==> config.mk <==
export PLATFORM = sky130hd
export DESIGN_NAME = mac_array_acc_flat
export DESIGN_NICKNAME = d
export VERILOG_FILES = /design/src/rtl/mac_array_acc_if.sv /design/src/rtl/mac_array_acc.sv /design/src/flat_wrapper.sv
export SDC_FILE = /design/constraint.sdc
export NUM_CORES = 1
export LEC_CHECK = 0
export ABC_AREA = 1
export ABC_CLOCK_PERIOD_IN_PS = 3650
export CORE_MARGIN = 2
export CORE_UTILIZATION = 58
export CTS_BUF_LIST = sky130_fd_sc_hd__clkbuf_2
export DETAILED_ROUTE_END_ITERATION = 16
export PLACE_DENSITY = 0.8
export SLEW_MARGIN = 20
export SYNTH_ARGS = -nofsm -noshare
export SYNTH_HDL_FRONTEND = slang
export SYNTH_SLANG_ARGS = --single-unit
==> constraint.sdc <==
create_clock -name clk -period 3.65 [get_ports clk]
set_input_delay 0.365 -clock clk [delete_from_list [all_inputs] [get_ports clk]]
set_output_delay 0.365 -clock clk [all_outputs]
set_load 0.01 [all_outputs]
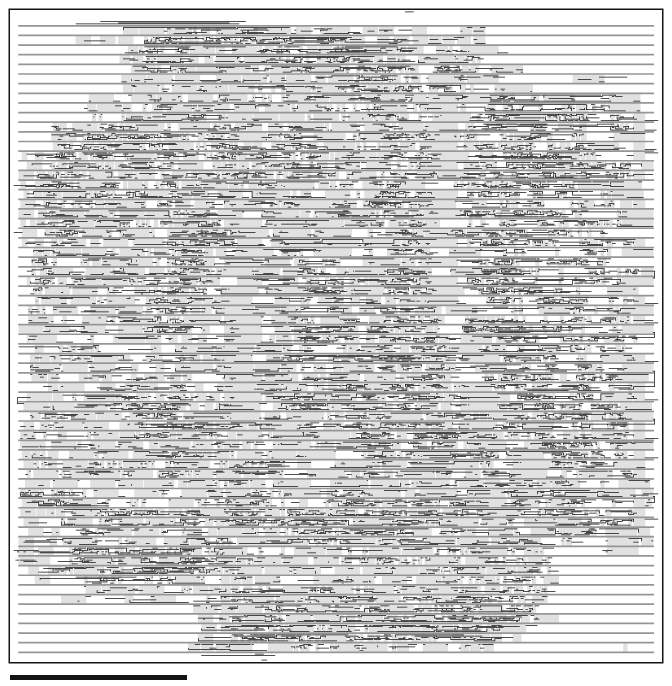
m1.png
Bar = 50 um. Supply wires on this layer in gray.
wire length on this layer: 17400 um
share of all routed wire: 41%
main direction: horizontal
vias: 15300
grt met1 use: 31.5%

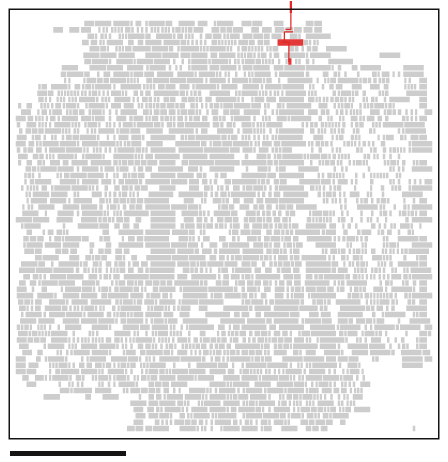
port_trees.png
Bar = 50 um.
[bus_in_last] red | direction: input | edge: north | end cells: 2 | buffers: 1 | wire: 30.0 um
IO Port Bufs: 95
IO Count: 97

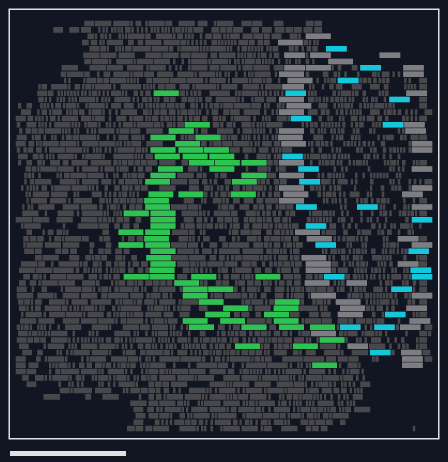
ff_map.png
Bar = 50 um. Other sequential cells in the stronger gray, the rest of the logic in the fainter gray.
[u_core.acc_p3] cyan | sequential cells: 24
[u_core.prod_p1] green | sequential cells: 64 | where: center
not colored: 56
Util after Layout: 71.1%
Reg area: 4070 um2
fraction of area in registers: 18.0%

==> results.cfg <==
; yosys + openroad results
[placed_design]
gp_congestion = 0.924
dpl.hpwl_um = 36200
pre_cts_slack_ns = -0.989

[flow_run]
maxCapViolations = 0
warning_count = 32

[yosys]
ys_types = 48
syn-instance-count = 2288
syn_area_per_cell_um2 = 8.21
synth.yosys.warnings = 0
ys_seq_elements = 144
ys_seq_share_pct = 21.6
edf_count = 92
floorplan.nets = 2772
synthAdderAreaFrac_pct = 37.2
async_flop_share_pct = 36.1
ys_chip_area_um2 = 18800
xor_area_share_pct = 4.62
logic_family = adder cells
synth_area_um2 = 18800
ys_sh_simple_pct = 18.3
aoi_share_pct = 5.41

[setup_path]
crit_path_top_delay_cell = edfxtp_1
start_kind = flop
cp_slowest_stage_delay_ns = 0.44
worstSetupPathType = reg -> reg
crit_path_end_kind = flop
cp.required_ns = 4.21
crit_arrival_ns = 4.22
critical_path_buf_inv_count = 3
cp.depth = 19
worstRegToRegCells = 19

[cts]
cts_buffer_depth = 2
cts_sinks = 144
path_clk_slew_ns = 0.24
cts_htree_levels = 4
cts_buffers = 17
post_cts_resized = 22
clock_latency_ns = 0.80

[global_routing]
grtUsageMet2_pct = 49.2
first_global_vias = 15900
antenna_found_initial = 1
grt_max_degree = 36
grt_pass1_wl_um = 71600
grt_overflow = 0

[sta]
tightest_slew_ns = 0.851
whs_ns = 0.0748
finalSetupTns_ns = -0.0244
finClkSkew_ns = 0.0526
hold_viol = 0
slew_headroom_pct = 43.2
period_used_pct = 100
finalCriticalPeriod_ns = 3.67
finalMaxSlewViolations = 0
setup_viol = 2
grt_setup_unrepaired = true
setup_ws_ns = -0.0156

[layout]
drive_gt1_share_pct = 17.8
final_common_cell = nand2_1
logic_area_um2 = 13000

[drt]
dr_wl_met3_um = 1590
drt-pass1-iter-count = 5
post_drt_wl_per_cell_um = 14.4
detail-route-antenna-nets = 0
via_per_inst = 5.15
dr_wl_met2_um = 22700

[status]
status = complete, but fails checks
violations = negative setup slack

[floorplanning]
die_h_um = 184
fp_util_pct = 59.2
num_rows = 65
die_area_um2 = 33800
coreArea_um2 = 31700
==> logic make-up (layout without fill, tap and decap cells) <==
| group | count (synthesis) | after routing |
|---|---|---|
| DFF | 144 | 144 |
| AOI/OAI and AO/OA | 180 | 180 |
| xor gates and xnor gates | 99 | 99 |
| other | 1 | 2 |
| muxes | 1 | 1 |
| adders and majority gates | 415 | 415 |
| and+or+nand+nor | 829 | 829 |
| buffers and inverters | 619 | 893 |
==> per-stage QoR <==
step,util [%],cell area [um2],instances
2_1_floorplan,-,19500,2288
4_1_cts,69.9,22200,2958
6_report,71.1,22500,2965
3_5_place_dp,69.1,21900,2925
5_1_grt,71.1,22500,2965
3_3_place_gp,69.1,21900,2925
==> cells in the mapped netlist (4+ instances only) <==
master	instances	share of area, %
o21ai_1	8	0.21
xnor2_1	45	2.1
nand3_2	4	0.21
fa_1	239	25
dfrtp_1	51	6.8
nand4_1	18	0.60
nor2_2	5	0.17
nor3_1	12	0.32
nand3b_1	7	0.28
a31oi_1	8	0.27
nor2_1	98	2.0
nand2_1	579	12
ha_1	176	12
edfxtp_1	92	15
buf_2	4	0.11
o21ai_0	50	1.3
or2_2	19	0.63
xor2_1	54	2.5
clkinv_1	4	0.080
clkbuf_1	62	1.2
o21bai_1	10	0.40
a21oi_2	6	0.28
inv_1	540	11
a21oi_1	81	2.2
nand3_1	68	1.8
clkbuf_8	6	0.44
nand2_2	11	0.37
==> cell type report <==
class                   count  share of cell area [%]
multi-input cells        1525                    57.6
flip-flops and latches    144                    18.0
repair buffers            316                    12.0
inverters                 545                    9.12
well taps                 402                    2.23
clock inverters            15                   0.599
clock buffers              17                   0.377
diodes                      1                  0.0111
